<file path="src/rtl/onchip_mem_rr_arbiter.sv">
// Two-master round-robin arbiter in front of the single-port on-chip RAM, with an
// out-of-range guard and a one-cycle read return path. Optional: ONCHIP_ARB_STALL_CNT_EN.
module onchip_mem_rr_arbiter #(
    parameter int unsigned ADDR_W    = 13,
    parameter int unsigned DEPTH     = 5120,
    parameter logic [31:0] OOR_RDATA = 32'h0000_0000
) (
    input  logic              clk,
    input  logic              reset,
    input  logic [ADDR_W-1:0] m0_address,
    input  logic              m0_read,
    input  logic              m0_write,
    input  logic [3:0]        m0_byteenable,
    input  logic [31:0]       m0_writedata,
    output logic              m0_waitrequest,
    output logic [31:0]       m0_readdata,
    output logic              m0_readdatavalid,
    output logic              m0_oor_err,
    input  logic              m0_err_clr,
    input  logic [ADDR_W-1:0] m1_address,
    input  logic              m1_read,
    input  logic              m1_write,
    input  logic [3:0]        m1_byteenable,
    input  logic [31:0]       m1_writedata,
    output logic              m1_waitrequest,
    output logic [31:0]       m1_readdata,
    output logic              m1_readdatavalid,
    output logic              m1_oor_err,
    input  logic              m1_err_clr,
    output logic [ADDR_W-1:0] mem_address,
    output logic [3:0]        mem_byteenable,
    output logic              mem_chipselect,
    output logic              mem_write,
    output logic [31:0]       mem_writedata,
    output logic              mem_clken,
    input  logic [31:0]       mem_readdata
`ifdef ONCHIP_ARB_STALL_CNT_EN
    ,
    output logic [15:0]       m0_stall_cnt,
    output logic [15:0]       m1_stall_cnt
`endif
);

    logic              w_req0, w_req1, w_gnt0, w_gnt1, w_any;
    logic              w_inr0, w_inr1, w_sel_inr, w_sel_wr;
    logic [31:0]       w_rdata;
    logic              r_last;      // 1: m1 was granted most recently
    logic [ADDR_W-1:0] r_addr;
    logic [3:0]        r_be;
    logic [31:0]       r_wd;
    logic              r_rd_v, r_rd_owner, r_rd_oor;
    logic [31:0]       r_rdata0, r_rdata1;
    logic              r_err0, r_err1;

    assign w_req0 = m0_read | m0_write;
    assign w_req1 = m1_read | m1_write;
    // Grants are suppressed during reset so nothing reaches the RAM.
    assign w_gnt0 = ~reset & w_req0 & (~w_req1 | r_last);
    assign w_gnt1 = ~reset & w_req1 & (~w_req0 | ~r_last);
    assign w_any  = w_gnt0 | w_gnt1;

    assign w_inr0    = 32'(m0_address) < DEPTH;
    assign w_inr1    = 32'(m1_address) < DEPTH;
    assign w_sel_inr = w_gnt0 ? w_inr0   : w_inr1;
    assign w_sel_wr  = w_gnt0 ? m0_write : m1_write;

    assign m0_waitrequest = reset | (w_req0 & ~w_gnt0);
    assign m1_waitrequest = reset | (w_req1 & ~w_gnt1);

    assign mem_address    = w_gnt0 ? m0_address    : (w_gnt1 ? m1_address    : r_addr);
    assign mem_byteenable = w_gnt0 ? m0_byteenable : (w_gnt1 ? m1_byteenable : r_be);
    assign mem_writedata  = w_gnt0 ? m0_writedata  : (w_gnt1 ? m1_writedata  : r_wd);
    assign mem_chipselect = w_any & w_sel_inr;
    assign mem_write      = w_any & w_sel_wr & w_sel_inr;
    assign mem_clken      = 1'b1;

    always_ff @(posedge clk or posedge reset) begin
        if (reset) begin
            r_last     <= 1'b1;
            r_addr     <= '0;
            r_be       <= '0;
            r_wd       <= '0;
            r_rd_v     <= 1'b0;
            r_rd_owner <= 1'b0;
            r_rd_oor   <= 1'b0;
        end else begin
            r_rd_v <= w_any & ~w_sel_wr;
            if (w_any) begin
                r_last     <= w_gnt1;
                r_addr     <= mem_address;
                r_be       <= mem_byteenable;
                r_wd       <= mem_writedata;
                r_rd_owner <= w_gnt1;
                r_rd_oor   <= ~w_sel_inr;
            end
        end
    end

    assign w_rdata          = r_rd_oor ? OOR_RDATA : mem_readdata;
    assign m0_readdatavalid = r_rd_v & ~r_rd_owner;
    assign m1_readdatavalid = r_rd_v &  r_rd_owner;
    // The non-owning port keeps showing whatever it last received.
    assign m0_readdata      = m0_readdatavalid ? w_rdata : r_rdata0;
    assign m1_readdata      = m1_readdatavalid ? w_rdata : r_rdata1;
    assign m0_oor_err       = r_err0;
    assign m1_oor_err       = r_err1;

    always_ff @(posedge clk or posedge reset) begin
        if (reset) begin
            r_rdata0 <= '0;
            r_rdata1 <= '0;
            r_err0   <= 1'b0;
            r_err1   <= 1'b0;
        end else begin
            if (m0_readdatavalid) r_rdata0 <= w_rdata;
            if (m1_readdatavalid) r_rdata1 <= w_rdata;
            r_err0 <= (w_gnt0 & ~w_inr0) | (r_err0 & ~m0_err_clr);
            r_err1 <= (w_gnt1 & ~w_inr1) | (r_err1 & ~m1_err_clr);
        end
    end

`ifdef ONCHIP_ARB_STALL_CNT_EN
    logic [15:0] r_stall0, r_stall1;

    always_ff @(posedge clk or posedge reset) begin
        if (reset) begin
            r_stall0 <= '0;
            r_stall1 <= '0;
        end else begin
            if (m0_err_clr)                                   r_stall0 <= '0;
            else if (m0_waitrequest && r_stall0 != 16'hFFFF) r_stall0 <= r_stall0 + 16'd1;
            if (m1_err_clr)                                   r_stall1 <= '0;
            else if (m1_waitrequest && r_stall1 != 16'hFFFF) r_stall1 <= r_stall1 + 16'd1;
        end
    end

    assign m0_stall_cnt = r_stall0;
    assign m1_stall_cnt = r_stall1;
`else
    // Stall counters not built.
`endif

endmodule

</file>
<file path="config.mk">
export PLATFORM = sky130hd
export DESIGN_NAME = onchip_mem_rr_arbiter
export DESIGN_NICKNAME = d
export VERILOG_FILES = /design/src/rtl/onchip_mem_rr_arbiter.sv
export SDC_FILE = /design/constraint.sdc
export NUM_CORES = 1
export LEC_CHECK = 0
export CELL_PAD_IN_SITES_DETAIL_PLACEMENT = 1
export CELL_PAD_IN_SITES_GLOBAL_PLACEMENT = 1
export CORE_ASPECT_RATIO = 1.75
export CORE_MARGIN = 1
export CORE_UTILIZATION = 29
export DETAILED_ROUTE_END_ITERATION = 10
export GPL_TIMING_DRIVEN = 1
export PLACE_DENSITY_LB_ADDON = 0.12
export SYNTH_ARGS = -nofsm -noshare
export SYNTH_HDL_FRONTEND = slang
export SYNTH_SLANG_ARGS = --single-unit
export TNS_END_PERCENT = 30
</file>
<file path="constraint.sdc">
create_clock -name clk -period 3.3 [get_ports clk]
set_input_delay 0.33 -clock clk [delete_from_list [all_inputs] [get_ports clk]]
set_output_delay 0.33 -clock clk [all_outputs]
set_load 0.01 [all_outputs]
</file>
==> metrics.cfg, run 1 <==
[status]
status = completed

[placement]
hpwl_um = 12880
place_area_um2 = 7938

[setup_path]
crit_type = flip-flop to output port
worstPathCellList = nand2b_2, buf_12, o21ai_0, clkdlybuf4s50_1
crit_slowest_cell = clkdlybuf4s50_1
slowest_delay_ps = 620
cp-startpoint = r_rd_owner
path_max_fanout = 33
reg2reg_slack_ps = 1550
cp_data_required_time_ps = 2970

[job]
max_cap_violations = 0

[clock_tree]
htree_levels = 4
cts_made_buffers = 17
cts_root_buffer = clkbuf_16
cts_setup_buffers = 0
clk_pin_slew_ps = 60
cts_sinks = 119

[route]
wl_met2_um = 9611
postRouteAntennaNets = 0
num_vias = 4862
drtIter0Drc = 85
vias_per_cell = 4.679
drc = 0

[final_layout]
areaGrowthSynthToFinish_pct = 65.10
top_regs = r_rdata0: 32 flops, r_rdata1: 32 flops, r_wd: 32 flops
drive_gt1_share_pct = 7.673
layout.nets = 933

[synth]
edf_count = 0
yosysMostFrequentCell = nand2_1
synth.area.top_cells = dfrtp_1, nand2_1, o21ai_0, a22oi_1, nand2b_1
fp_nets = 682
synth_flops = 119
top_cell_area_share_pct = 57.24
yosysWarnings = 0
yosysSeqAreaShare_pct = 57.75
ys_chip_area_um2 = 5159
netlist_instances = 544
ys_cells = 544

[timing]
timing.final.ws_setup_ps = 336.8
fin_setup_tns_ps = 0
final-hold-violation-count = 0
setup_viol_count_final = 0
fin_crit_ps = 2963
relSlewSlack_pct = 29.83
tightest_slew_ps = 1053

[global_route]
grt_pass1_vias = 5400
grt_overflow = 0
grt_first_pass_wirelength_um = 27100

[hold_path]
min_path_type = input pin to asynchronous set/reset pin

[floorplanning]
core-area_um2 = 17460
die_y_um = 178.4
num_rows = 64
chipArea_um2 = 18350

[power]
p_leak_nw = 3.876

==> run 1: cell usage in the layout (no fill, tap or decap), types with 2 or more instances in the layout <==
master,count
buf_12,4
buf_4,4
nand2b_1,32
clkinv_2,2
o31ai_1,2
a22oi_2,12
a21oi_1,2
clkbuf_8,4
clkdlybuf4s50_1,258
clkinvlp_4,5
dfrtp_1,118
clkbuf_16,17
o21ai_0,65
a22oi_1,37
inv_1,7
nor2_1,3
nand2_1,212
==> run 1: worst max-delay path, delay by kind of cell (launching register included) <==
family,cells,cell delay [ps]
simple gates,1,480
buf+inv,2,930
flops,1,400
compound gates,1,390
==> run 1: metrics by stage <==
| stage | util, % | power (mW) | instances |
|---|---|---|---|
| after floorplan | - | 2.623 | 544 |
| after global placement | 45.47 | 3.614 | 1007 |
| after detailed placement | 45.47 | 3.688 | 1007 |
| after CTS | 48.79 | 5.522 | 1039 |
| after global routing | 48.79 | 5.746 | 1039 |
| final | 48.79 | 5.432 | 1039 |
==> run 1: power by group <==
group          total (mW)  leakage (nW)  switching [mW]  internal (mW)
logic                1.73          2.10           0.813          0.912
clock network        1.80         0.271           0.682           1.12
registers            1.91          1.50           0.114           1.80
total                5.43          3.88            1.61           3.82
==> run 1: final cells by class <==
class                   count  area [um2]  share of cell area [%]
clock buffers              22       484.2                   5.685
clock inverters            10       95.09                   1.116
inverters                   9       36.28                  0.4260
multi-input cells         382        1941                   22.79
flip-flops and latches    119        2979                   34.98
well taps                 231       289.0                   3.394
repair buffers            266        2693                   31.61
==> run 1: cell families after synthesis <==
| group | count (synthesis) | share of synthesized area, % |
|---|---|---|
| other | 1 | 0.07269 |
| and+or+nand+nor | 252 | 20.23 |
| AOI/OAI and AO/OA | 129 | 17.22 |
| buffers and inverters | 43 | 4.730 |
| DFF | 119 | 57.75 |
Figure 1. The metal 3 layer (run 1).
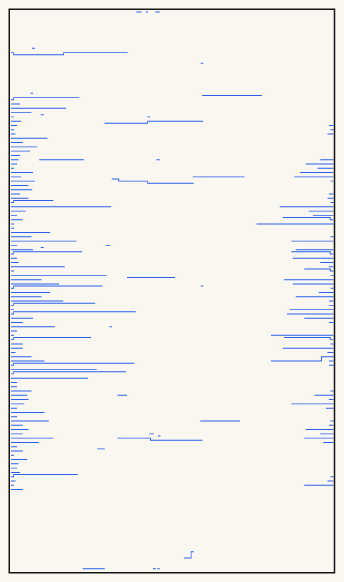
- share of all routed wire: 8.1%
- main direction: horizontal
- longest straight run: 38.6 um
- nets with wire on the layer: 163

Figure 2. Wiring by layer (run 1).
Only two layers are drawn.
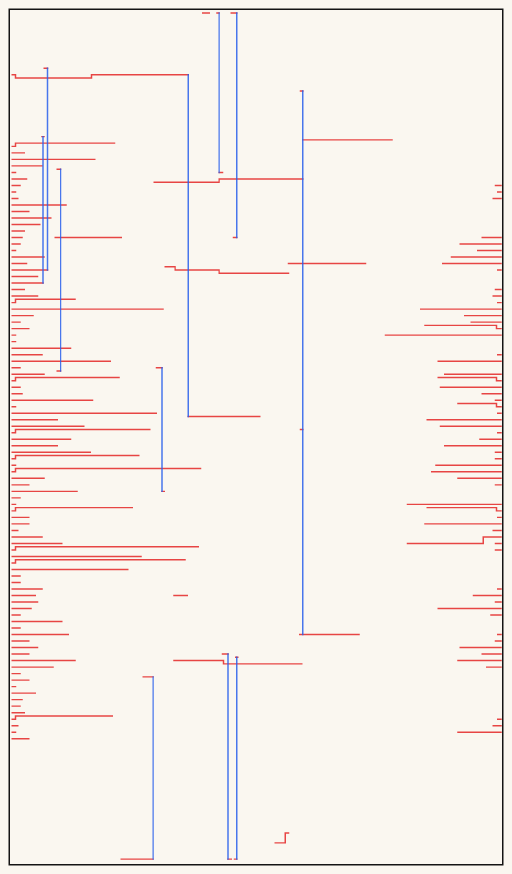
- red: metal 3 (wire length 1,430 um)
- blue: metal 4 (wire length 529 um)

Figure 3. Pin placement (run 1).
Pins as bars across the die edge, other pins in grey.
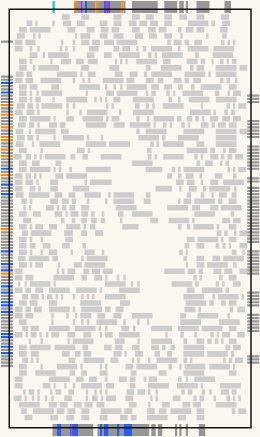
- orange: `mem_address` (pins 13; direction output; edge 10 left, 3 top)
- blue: `m1_writedata` (pins 32; direction input; edge 17 left, 13 bottom, 2 top)
- cyan: `mem_clken` (pins 1; direction output; edge top)
- purple: `m1_byteenable` (pins 4; direction input; edge 3 top, 1 bottom)

Figure 4. Congestion heat map (run 1).
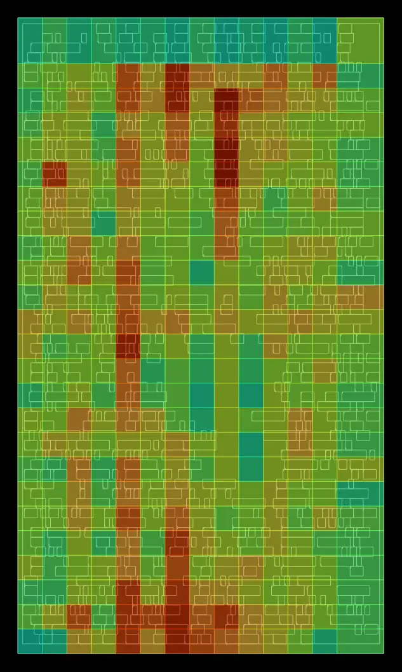
GR Layer Usage met1: 18.87%
Total Routing Usage GR: 19.66%
GR Layer Usage met2: 36.50%

==> inputs of run 2 (changes only) <==
--- a/config.mk
+++ b/config.mk
@@ -5,6 +5,7 @@
 export SDC_FILE = /design/constraint.sdc
 export NUM_CORES = 1
 export LEC_CHECK = 0
+export ABC_AREA = 1
 export CELL_PAD_IN_SITES_DETAIL_PLACEMENT = 1
 export CELL_PAD_IN_SITES_GLOBAL_PLACEMENT = 1
 export CORE_ASPECT_RATIO = 1.75
@@ -13,6 +14,7 @@
 export DETAILED_ROUTE_END_ITERATION = 10
 export GPL_TIMING_DRIVEN = 1
 export PLACE_DENSITY_LB_ADDON = 0.12
+export REMOVE_ABC_BUFFERS = 1
 export SYNTH_ARGS = -nofsm -noshare
 export SYNTH_HDL_FRONTEND = slang
 export SYNTH_SLANG_ARGS = --single-unit
==> run 2 against run 1 <==
  * Clock power shrank 4%
  * Utilization fell by 0.30 points
  * Critical endpoint is now mem_writedata[27]
  * Maximum frequency rose by 2.4%
==> metrics.cfg, run 2 <==
[final_layout]
comb_cells = 441  ; +15%
sh_seq_area_pct = 34.03  ; -0.95 points
combGateArea_um2 = 2061  ; +6.2%
comb_share_pct = 23.54  ; +0.75 points
post-route-util_pct = 48.49  ; -0.30 points
nNonClkBuffers = 268  ; +0.75%
clkbuf_count = 18  ; -18%
top_regs = r_rdata0: 32 flops, r_rdata1: 32 flops, r_wd: 32 flops
buf_share_pct = 30.78  ; -0.83 points
n_all_inverters = 45  ; +36
drive_gt1_share_pct = 9.061  ; +1.4 points
regArea_um2 = 2979  ; unchanged
clk_share_pct = 6.317  ; -0.48 points
areaGrowthSynthToFinish_pct = 63.71
largest_class = flip-flops and latches
layout.nets = 1030  ; +10%
lay_top_count = nand2_1
nFlopsAndLatches = 119  ; unchanged

[global_route]
grtUsageTotal_pct = 19.96  ; +0.30 points
grt-busiest-layer = met2
met2_usage_pct = 37.70  ; +1.2 points
antenna_found_initial = 1
grt_util_met1_pct = 19.55  ; +0.67 points
grt_first_pass_wirelength_um = 29810  ; +10%
grt_pass1_vias = 6052  ; +12%

[floorplanning]
core-area_um2 = 18050  ; +3.4%
nWellTaps = 234  ; +1.3%
die_y_um = 181.6  ; +1.8%
chipArea_um2 = 19010  ; +3.6%
num_rows = 65  ; +1.6%

[status]
status = completed

[setup_path]
cp_num_buf_inv = 4  ; +2
cp_data_required_time_ps = 2970  ; about the same
worstPathCellList = inv_1, o21ai_2, nand2_1, inv_2, buf_12, nand2_1, nand3_1, clkdlybuf4s50_1
slowest_delay_ps = 580  ; -40 ps
cp-startpoint = r_last
path_max_fanout = 36  ; +9.1%
path_delay_family = buffers and inverters
reg2reg_slack_ps = 1650  ; +100 ps
crit_slowest_cell = clkdlybuf4s50_1

[power]
internal-power_mw = 3.900  ; +2.0%
clkPwrFrac_pct = 30.5  ; -2.6 points
switching_share_pct = 30.74  ; +1.1 points
comb_power_share_pct = 34.9  ; +3.1 points
p_comb_mw = 1.97  ; +14%
seq_power_mw = 1.95  ; +2%
pwr-share-seq_pct = 34.6  ; -0.5 points
p_clk_mw = 1.72  ; -4%
p_sw_mw = 1.731  ; +7.5%
p_leak_nw = 4.237  ; +9.3%
power-top-group = combinational logic

[clock_tree]
cts_root_buffer = clkbuf_16
clk_pin_slew_ps = 60  ; about the same
cts_made_buffers = 17  ; unchanged
htree_levels = 4  ; unchanged
cts_sinks = 119  ; unchanged
cts_setup_buffers = 0  ; unchanged

[synth]
synth.area.top_cells = dfrtp_1, nand2_1, nand3_1, mux2_2, inv_1
synth_flops = 119  ; unchanged
yosysMostFrequentCell = nand2_1
ys_chip_area_um2 = 5348  ; +3.7%
edf_count = 0  ; unchanged
top_cell_area_share_pct = 55.22  ; -2.0 points
yosysSeqAreaShare_pct = 55.71  ; -2.0 points
yosysWarnings = 0  ; unchanged

[route]
wl_met2_um = 9783  ; +1.8%
drc = 0  ; unchanged
num_vias = 5321  ; +9.4%
postRouteAntennaNets = 0  ; unchanged
vias_per_cell = 4.668  ; -0.26%
drtIter0Drc = 196  ; +130%

[placement]
place_area_um2 = 8199  ; +3.3%
hpwl_um = 13430  ; +4.3%

[timing]
setup_viol_count_final = 0  ; unchanged
final-hold-violation-count = 0  ; unchanged
fin_crit_ps = 2894  ; -68.96 ps
finClkSkew_ps = 6.840
relSlewSlack_pct = 59.19  ; +29 points
fin_setup_tns_ps = 0  ; unchanged
tightest_slew_ps = 612.1  ; -440.5 ps

[job]
max_cap_violations = 0  ; unchanged
warnings = 25

[hold_path]
min_path_type = input pin to asynchronous set/reset pin

-- run 2: netlist changes by cell type after synthesis, moves of 20 or more --
| cell | delta |
|---|---|
| a22oi_1 | -37 |
| buf_2 | +21 |
| clkbuf_1 | -20 |
| inv_1 | +35 |
| mux2_2 | +32 |
| nand2_1 | +48 |
| nand2b_1 | -33 |
| nand3_1 | +101 |
| nor2_1 | +33 |
| o21ai_0 | -61 |
-- run 2: worst reg2reg max path, delay by kind of cell (launching register included) --
| family | cells | cell delay [ps] |
|---|---|---|
| AOI/OAI and AO/OA | 1 | 90 |
| buffers and inverters | 3 | 580 |
| DFF | 1 | 560 |
| and+or+nand+nor | 3 | 350 |
-- run 2: cells by family (layout without fill, tap and decap cells) --
kind of cell | count (synthesis) | in the layout | share of synthesized area (%)
muxes | 32 | 32 | 6.739
DFF | 119 | 119 | 55.71
AOI/OAI and AO/OA | 9 | 9 | 1.076
buffers and inverters | 74 | 345 | 5.990
and+or+nand+nor | 399 | 399 | 30.42
other | 1 | 2 | 0.07012
-- run 2: through the flow --
| step | total power [mW] | setup slack, ps | cells |
|---|---|---|---|
| floorplan | 2.762 | -1656 | 605 |
| global placement | 3.906 | 537.1 | 1107 |
| detailed placement | 3.971 | 517.2 | 1107 |
| CTS | 5.735 | 363.6 | 1139 |
| global route | 5.959 | 272.9 | 1140 |
| finish | 5.631 | 405.7 | 1140 |
-- run 2: how the worst max path moves through the flow --
stage | end | slack (ps) | cells past startpoint
2_1_floorplan | m1_waitrequest | -1660 | 6
3_3_place_gp | mem_writedata[27] | 540 | 9
3_5_place_dp | mem_writedata[27] | 520 | 8
4_1_cts | mem_writedata[27] | 360 | 8
5_1_grt | mem_byteenable[3] | 270 | 8
6_report | mem_writedata[27] | 410 | 8
Figure 5. Congestion heat map (run 2).
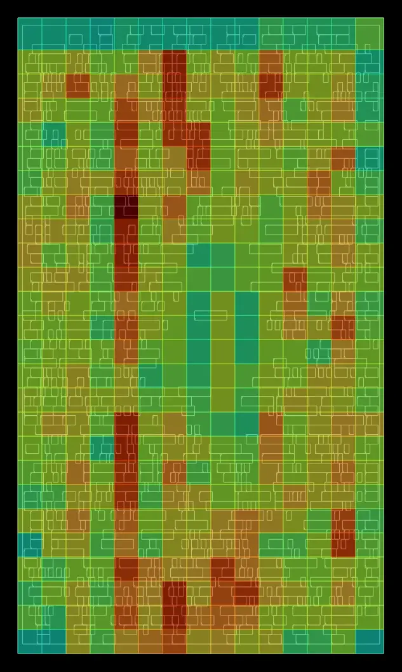
met3 usage: 7.322%
WL per Instance: 15.91 um

Figure 6. Sequential cells grouped by signal name (run 2).
Other sequential cells in the stronger grey, the rest of the logic in the fainter grey.
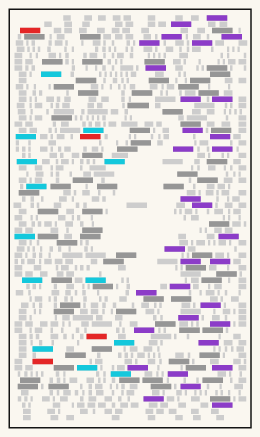
- cyan: `r_addr` (flops 13)
- purple: `r_rdata0` (flops 32)
- red: `r_be` (flops 4)
- not coloured: 70

Figure 7. Wiring by layer (run 2).
Only two layers are drawn.
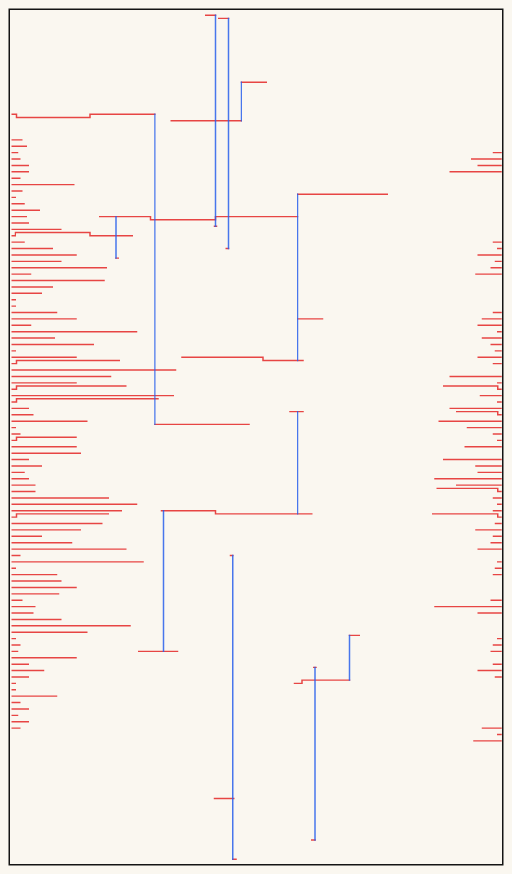
- red: metal 3 (wire length 1,430 um)
- blue: metal 4 (wire length 375 um)

Power and IR drop assume default switching activity.
